**src/rtl/player_move_ctrl_if.sv**
```systemverilog
// Handshake bundle between the move controller and the wall-collision checker.
// The controller drives the candidate move; the checker answers with done/valid.
interface player_move_ctrl_if;
   logic       lim_rst_n;
   logic       lim_start;
   logic [9:0] lim_x;
   logic [9:0] lim_y;
   logic [1:0] lim_l_r;
   logic [1:0] lim_u_d;
   logic       lim_done;
   logic       lim_valid;

   modport master (
      output lim_rst_n, lim_start, lim_x, lim_y, lim_l_r, lim_u_d,
      input  lim_done, lim_valid
   );

   modport slave (
      input  lim_rst_n, lim_start, lim_x, lim_y, lim_l_r, lim_u_d,
      output lim_done, lim_valid
   );
endinterface

```
**src/rtl/player_move_ctrl.sv**
```systemverilog
// Per-frame player movement sequencer: tries an X step, then a Y step, through the
// wall-collision checker and commits each accepted step to the position registers.
module player_move_ctrl #(
   parameter logic [9:0] X_INIT  = 10'd140,
   parameter logic [9:0] Y_INIT  = 10'd60,
   parameter logic [9:0] STEP    = 10'd1,
   parameter logic [9:0] X_MIN   = 10'd80,
   parameter logic [9:0] X_MAX   = 10'd549,
   parameter logic [9:0] Y_MAX   = 10'd469,
   parameter logic [3:0] TIMEOUT = 4'd15
) (
   input  logic                  clk,
   input  logic                  rst,
   input  logic                  i_tick,
   input  logic                  i_btn_l,
   input  logic                  i_btn_r,
   input  logic                  i_btn_u,
   input  logic                  i_btn_d,
   player_move_ctrl_if.master    lim,
   output logic [9:0]            o_player_x,
   output logic [9:0]            o_player_y,
   output logic                  o_busy,
   output logic                  o_moved,
   output logic [7:0]            o_overrun_cnt
);

   typedef enum logic [2:0] {
      S_IDLE, S_CLR_X, S_GO_X, S_WAIT_X, S_CLR_Y, S_GO_Y, S_WAIT_Y, S_FIN
   } state_t;

   localparam logic [1:0] DIR_NONE = 2'd0;
   localparam logic [1:0] DIR_POS  = 2'd1;
   localparam logic [1:0] DIR_NEG  = 2'd2;

   state_t     r_state;
   logic [9:0] r_px, r_py;
   logic [1:0] r_dx, r_dy;
   logic [3:0] r_tmo;
   logic       r_busy, r_moved;
   logic [7:0] r_ovr;
   logic       r_lim_rst_n, r_lim_start;
   logic [9:0] r_lim_x, r_lim_y;
   logic [1:0] r_lim_l_r, r_lim_u_d;

   logic [1:0]  w_dx, w_dy;
   logic [10:0] w_cx_new, w_cy_idle, w_cx, w_cy;
   logic        w_ok_x, w_ok_y, w_x_commit, w_y_commit, w_tmo, w_resolve;
   logic [9:0]  w_px_next;

   // 11-bit result so both underflow and overflow show up in bit 10
   function automatic logic [10:0] f_step(input logic [9:0] pos, input logic [1:0] dir);
      if (dir == DIR_NEG) f_step = {1'b0, pos} - {1'b0, STEP};
      else                f_step = {1'b0, pos} + {1'b0, STEP};
   endfunction

   assign w_dx = (i_btn_r & ~i_btn_l) ? DIR_POS : (i_btn_l & ~i_btn_r) ? DIR_NEG : DIR_NONE;
   assign w_dy = (i_btn_d & ~i_btn_u) ? DIR_POS : (i_btn_u & ~i_btn_d) ? DIR_NEG : DIR_NONE;

   assign w_cx_new  = f_step(r_px, w_dx);
   assign w_cy_idle = f_step(r_py, w_dy);
   assign w_cx      = f_step(r_px, r_dx);
   assign w_cy      = f_step(r_py, r_dy);

   assign w_ok_x = ~w_cx[10] & (w_cx[9:0] >= X_MIN) & (w_cx[9:0] <= X_MAX);
   assign w_ok_y = ~w_cy[10] & (w_cy[9:0] <= Y_MAX);

   assign w_tmo      = (r_tmo == TIMEOUT - 4'd1);
   assign w_resolve  = lim.lim_done | w_tmo;
   assign w_x_commit = (r_state == S_WAIT_X) & lim.lim_done & lim.lim_valid & w_ok_x;
   assign w_y_commit = (r_state == S_WAIT_Y) & lim.lim_done & lim.lim_valid & w_ok_y;
   // The Y candidate must see an X commit made on the same edge
   assign w_px_next  = w_x_commit ? w_cx[9:0] : r_px;

   always_ff @(posedge clk or posedge rst) begin
      if (rst) begin
         r_state     <= S_IDLE;
         r_px        <= X_INIT;
         r_py        <= Y_INIT;
         r_dx        <= DIR_NONE;
         r_dy        <= DIR_NONE;
         r_tmo       <= '0;
         r_busy      <= 1'b0;
         r_moved     <= 1'b0;
         r_ovr       <= '0;
         r_lim_rst_n <= 1'b0;
         r_lim_start <= 1'b0;
         r_lim_x     <= '0;
         r_lim_y     <= '0;
         r_lim_l_r   <= DIR_NONE;
         r_lim_u_d   <= DIR_NONE;
      end else begin
         r_moved <= 1'b0;
         if (i_tick && r_busy && (r_ovr != 8'hFF))
            r_ovr <= r_ovr + 8'd1;

         case (r_state)
            S_IDLE: begin
               r_lim_rst_n <= 1'b0;
               if (i_tick && ((w_dx != DIR_NONE) || (w_dy != DIR_NONE))) begin
                  r_dx   <= w_dx;
                  r_dy   <= w_dy;
                  r_busy <= 1'b1;
                  if (w_dx != DIR_NONE) begin
                     r_lim_x   <= w_cx_new[9:0];
                     r_lim_y   <= r_py;
                     r_lim_l_r <= w_dx;
                     r_lim_u_d <= DIR_NONE;
                     r_state   <= S_CLR_X;
                  end else begin
                     r_lim_x   <= r_px;
                     r_lim_y   <= w_cy_idle[9:0];
                     r_lim_l_r <= DIR_NONE;
                     r_lim_u_d <= w_dy;
                     r_state   <= S_CLR_Y;
                  end
               end
            end

            S_CLR_X, S_CLR_Y: begin
               r_lim_rst_n <= 1'b1;
               r_lim_start <= 1'b1;
               r_state     <= (r_state == S_CLR_X) ? S_GO_X : S_GO_Y;
            end

            S_GO_X, S_GO_Y: begin
               r_lim_start <= 1'b0;
               r_tmo       <= '0;
               r_state     <= (r_state == S_GO_X) ? S_WAIT_X : S_WAIT_Y;
            end

            S_WAIT_X: begin
               r_tmo <= r_tmo + 4'd1;
               if (w_resolve) begin
                  r_lim_rst_n <= 1'b0;
                  if (w_x_commit) begin
                     r_px    <= w_cx[9:0];
                     r_moved <= 1'b1;
                  end
                  if (r_dy != DIR_NONE) begin
                     r_lim_x   <= w_px_next;
                     r_lim_y   <= w_cy[9:0];
                     r_lim_l_r <= DIR_NONE;
                     r_lim_u_d <= r_dy;
                     r_state   <= S_CLR_Y;
                  end else begin
                     r_state <= S_FIN;
                  end
               end
            end

            S_WAIT_Y: begin
               r_tmo <= r_tmo + 4'd1;
               if (w_resolve) begin
                  r_lim_rst_n <= 1'b0;
                  if (w_y_commit) begin
                     r_py    <= w_cy[9:0];
                     r_moved <= 1'b1;
                  end
                  r_state <= S_FIN;
               end
            end

            S_FIN: begin
               r_lim_rst_n <= 1'b0;
               r_busy      <= 1'b0;
               r_state     <= S_IDLE;
            end

            default: r_state <= S_IDLE;
         endcase
      end
   end

   assign lim.lim_rst_n = r_lim_rst_n;
   assign lim.lim_start = r_lim_start;
   assign lim.lim_x     = r_lim_x;
   assign lim.lim_y     = r_lim_y;
   assign lim.lim_l_r   = r_lim_l_r;
   assign lim.lim_u_d   = r_lim_u_d;

   assign o_player_x    = r_px;
   assign o_player_y    = r_py;
   assign o_busy        = r_busy;
   assign o_moved       = r_moved;
   assign o_overrun_cnt = r_ovr;

endmodule

```
**src/flat_wrapper.sv**
```systemverilog
// flat-port wrapper written by rule: the top's interface ports become plain ports
module player_move_ctrl_flat 
#(
   parameter logic [9:0] X_INIT  = 10'd140,
   parameter logic [9:0] Y_INIT  = 10'd60,
   parameter logic [9:0] STEP    = 10'd1,
   parameter logic [9:0] X_MIN   = 10'd80,
   parameter logic [9:0] X_MAX   = 10'd549,
   parameter logic [9:0] Y_MAX   = 10'd469,
   parameter logic [3:0] TIMEOUT = 4'd15
)
  (clk, rst, i_tick, i_btn_l, i_btn_r, i_btn_u, i_btn_d, o_player_x, o_player_y, o_busy, o_moved, o_overrun_cnt, lim_lim_rst_n, lim_lim_start, lim_lim_x, lim_lim_y, lim_lim_l_r, lim_lim_u_d, lim_lim_done, lim_lim_valid);
  player_move_ctrl_if lim_i ();
  input  logic clk;
  input  logic rst;
  input  logic i_tick;
  input  logic i_btn_l;
  input  logic i_btn_r;
  input  logic i_btn_u;
  input  logic i_btn_d;
  output logic [9:0] o_player_x;
  output logic [9:0] o_player_y;
  output logic o_busy;
  output logic o_moved;
  output logic [7:0] o_overrun_cnt;
  output wire logic [$bits(lim_i.lim_rst_n)-1:0] lim_lim_rst_n;
  output wire logic [$bits(lim_i.lim_start)-1:0] lim_lim_start;
  output wire logic [$bits(lim_i.lim_x)-1:0] lim_lim_x;
  output wire logic [$bits(lim_i.lim_y)-1:0] lim_lim_y;
  output wire logic [$bits(lim_i.lim_l_r)-1:0] lim_lim_l_r;
  output wire logic [$bits(lim_i.lim_u_d)-1:0] lim_lim_u_d;
  input wire logic [$bits(lim_i.lim_done)-1:0] lim_lim_done;
  input wire logic [$bits(lim_i.lim_valid)-1:0] lim_lim_valid;
  assign lim_lim_rst_n = lim_i.lim_rst_n;
  assign lim_lim_start = lim_i.lim_start;
  assign lim_lim_x = lim_i.lim_x;
  assign lim_lim_y = lim_i.lim_y;
  assign lim_lim_l_r = lim_i.lim_l_r;
  assign lim_lim_u_d = lim_i.lim_u_d;
  assign lim_i.lim_done = lim_lim_done;
  assign lim_i.lim_valid = lim_lim_valid;
  player_move_ctrl #(.X_INIT(X_INIT), .Y_INIT(Y_INIT), .STEP(STEP), .X_MIN(X_MIN), .X_MAX(X_MAX), .Y_MAX(Y_MAX), .TIMEOUT(TIMEOUT)) u_core (.clk(clk), .rst(rst), .i_tick(i_tick), .i_btn_l(i_btn_l), .i_btn_r(i_btn_r), .i_btn_u(i_btn_u), .i_btn_d(i_btn_d), .lim(lim_i), .o_player_x(o_player_x), .o_player_y(o_player_y), .o_busy(o_busy), .o_moved(o_moved), .o_overrun_cnt(o_overrun_cnt));
endmodule
```
**config.mk**
```make
export PLATFORM = sky130hd
export DESIGN_NAME = player_move_ctrl_flat
export DESIGN_NICKNAME = d
export VERILOG_FILES = /design/src/rtl/player_move_ctrl_if.sv /design/src/rtl/player_move_ctrl.sv /design/src/flat_wrapper.sv
export SDC_FILE = /design/constraint.sdc
export NUM_CORES = 1
export LEC_CHECK = 0
export CAP_MARGIN = 20
export CORE_AREA = 2 2 72 125
export DETAILED_ROUTE_END_ITERATION = 8
export DIE_AREA = 0 0 74 127
export PLACE_DENSITY_LB_ADDON = 0.08
export SLEW_MARGIN = 20
export SYNTH_ARGS = -nofsm -noshare
export SYNTH_HDL_FRONTEND = slang
export SYNTH_SLANG_ARGS = --single-unit
```
**constraint.sdc**
```tcl
create_clock -name clk -period 4.05 [get_ports clk]
set_input_delay 1.215 -clock clk [delete_from_list [all_inputs] [get_ports clk]]
set_output_delay 1.215 -clock clk [all_outputs]
set_load 0.005 [all_outputs]
```
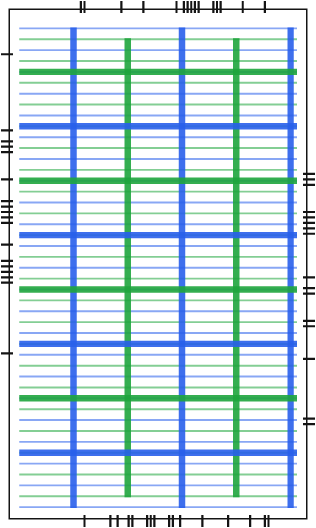
Figure 1: supply network.
Scale: 4 px per um. Pins as bars on the die edge.
legend:
  blue:
    net: VSS
  green:
    net: VDD
met1 rails: 45
met4 straps: 5
signal pins: 65
rows: 44
met5 straps: 8

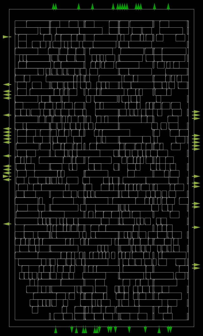
Figure 2: placed standard cells.
flip-flops: 67
number of cells in the finished layout apart from fillers: 711
Post-Route Utilization: 68.18%
tapcell count: 115
number of fill cells: 670

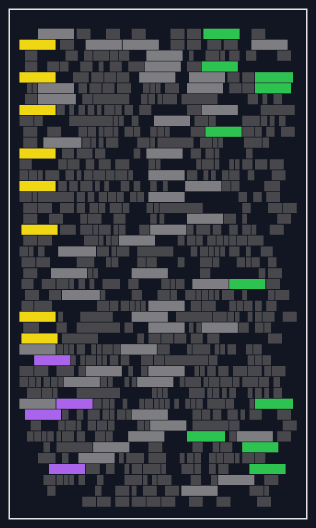
Figure 3: sequential cells grouped by signal name.
Scale: 4 px per um.
legend:
  green:
    signal: u_core.o_player_x
    sequential_cells: 10
  purple:
    signal: u_core.r_tmo
    sequential_cells: 4
    where: lower left
  yellow:
    signal: u_core.o_overrun_cnt
    sequential_cells: 8

==> results.py <==
# Auto-generated metrics
metrics = {
    "final_timing": {
        "final-setup-viol-count": 0,
        "maxClockFrequency_ghz": 0.2941,
        "rsz0062_at_grt": "false",
        "timing.setup.tns_ns": 0,
        "skew_ns": 0.005258,
        "max_slew_margin_pct": 55.50,
        "finalWorstPathRequiredPeriod_ns": 3.400,
    },
    "detailed_routing": {
        "postRouteWirelength_um": 12870,
        "post_detailed_route_count_of_antenna_violating_nets": 0,
        "routedLengthMet1_um": 4771,
        "routed_wl_met2_um": 7236,
        "drt-initial-drc-count": 308,
        "drt_first_pass_iters": 5,
    },
    "layout": {
        "clock_cell_area_share_pct": 6.865,
        "layout.clock_buffers": 9,
        "final_cell_mix": "sky130_fd_sc_hd__nand2_1 (71), sky130_fd_sc_hd__clkdlybuf4s50_1 (64), sky130_fd_sc_hd__dfrtp_1 (60)",
        "area_growth_pct": 23.50,
        "comb_share_pct": 47.37,
        "multi_input_comb_cells": 425,
        "comb_area_sq_mm": 0.002685,
        "buffers_outside_the_clock_class": 73,
        "non_clock_buffer_area_share_pct": 12.49,
        "ff_latch_area_sq_mm": 0.001685,
        "mostFrequentLayoutCell": "sky130_fd_sc_hd__nand2_1",
    },
    "global_route": {
        "grtUsageTotal_pct": 28.87,
        "globalRouteMet2Util_pct": 52.99,
        "vias_in_the_first_global_route": 4200,
        "grt_max_degree": 29,
        "overflow": 0,
        "initial_antenna_violation_count": 0,
        "grt-busiest-layer": "met2",
        "groute.layer.met3.usage_pct": 4.653,
    },
    "synth": {
        "synth-area-yosys_sq_mm": 0.004589,
        "area_fraction_in_compound_gates_pct": 17.80,
        "area_leaders": "sky130_fd_sc_hd__dfrtp_1 (33%), sky130_fd_sc_hd__nand2_1 (5.8%), sky130_fd_sc_hd__xnor2_1 (5.5%), sky130_fd_sc_hd__dfstp_2 (4.0%), sky130_fd_sc_hd__nor2_1 (3.5%)",
        "synth_stat.cells": 547,
        "muxShareOfSynthArea_pct": 4.171,
        "simple_gate_area_share_pct": 25.22,
        "unique_masters_post_synth": 63,
        "netlist_area_sq_mm": 0.004589,
        "synth.avg_cell_area_sq_um": 8.390,
        "synth_adder_area_share_pct": 3.217,
    },
    "setup_path": {
        "r2r_end": "u_core.lim.lim_x[1]",
        "maximum_net_fanout_on_the_critical_path": 12,
        "path_cells": "inv_1 -> ha_1 -> nand4bb_1 -> nor2_1 -> nor3_1 -> o221a_2 -> o2111a_2 -> o21ai_2 -> mux2i_1 -> a221o_1",
        "reg2regPathDepth": 10,
        "timing.critical_path.to_type": "flip-flop",
        "startpoint_of_the_worst_setup_timing_path": "u_core.o_player_x[0]",
        "cp_top_family": "AND-OR/OR-AND gates",
        "regToRegSetupSlack_ns": 0.65,
        "path_depth": 10,
        "cpPeakStageDelay_ns": 0.50,
        "criticalPathCategory": "reg2reg",
    },
    "floorplan": {
        "fp.dieW_um": 74,
        "die-area_sq_mm": 0.009398,
        "placeableCoreArea_sq_mm": 0.008313,
        "die_y_size_um": 127,
        "placement_rows": 44,
        "boundaryPins": 65,
        "floorplanUtilization_pct": 55.21,
    },
    "placement": {
        "port_buffers": 64,
        "dpl_worst_slack_ns": 0.3482,
        "gp_congestion": 0.9608,
        "place_inst": 695,
        "placement.cell_area_sq_mm": 0.005279,
    },
    "worst_hold_path": {
        "hold_class": "reg2reg",
        "hold_path_startpoint": "u_core.lim.lim_y[6]",
    },
    "cts": {
        "clock_sinks": 67,
        "clk-insertion-delay-late_ns": 0.34,
        "postCtsSetupBuffers": 0,
        "cell_resize_tally_after_clock_tree_synthesis": 0,
        "cts-htree-levels": 3,
    },
    "job": {
        "warning_count": 31,
        "drv.max_cap_violation_count": 0,
    },
    "pwr": {
        "clock_power_share_pct": 29.3,
        "combinational_gate_power_mw": 1.31,
        "clk-power_mw": 1.03,
        "post-layout-total-power_mw": 3.508,
        "top_power_group": "combinational logic",
    },
    "status": {
        "run_status": "complete, no violations",
    },
}
Power and IR drop assume default switching activity.
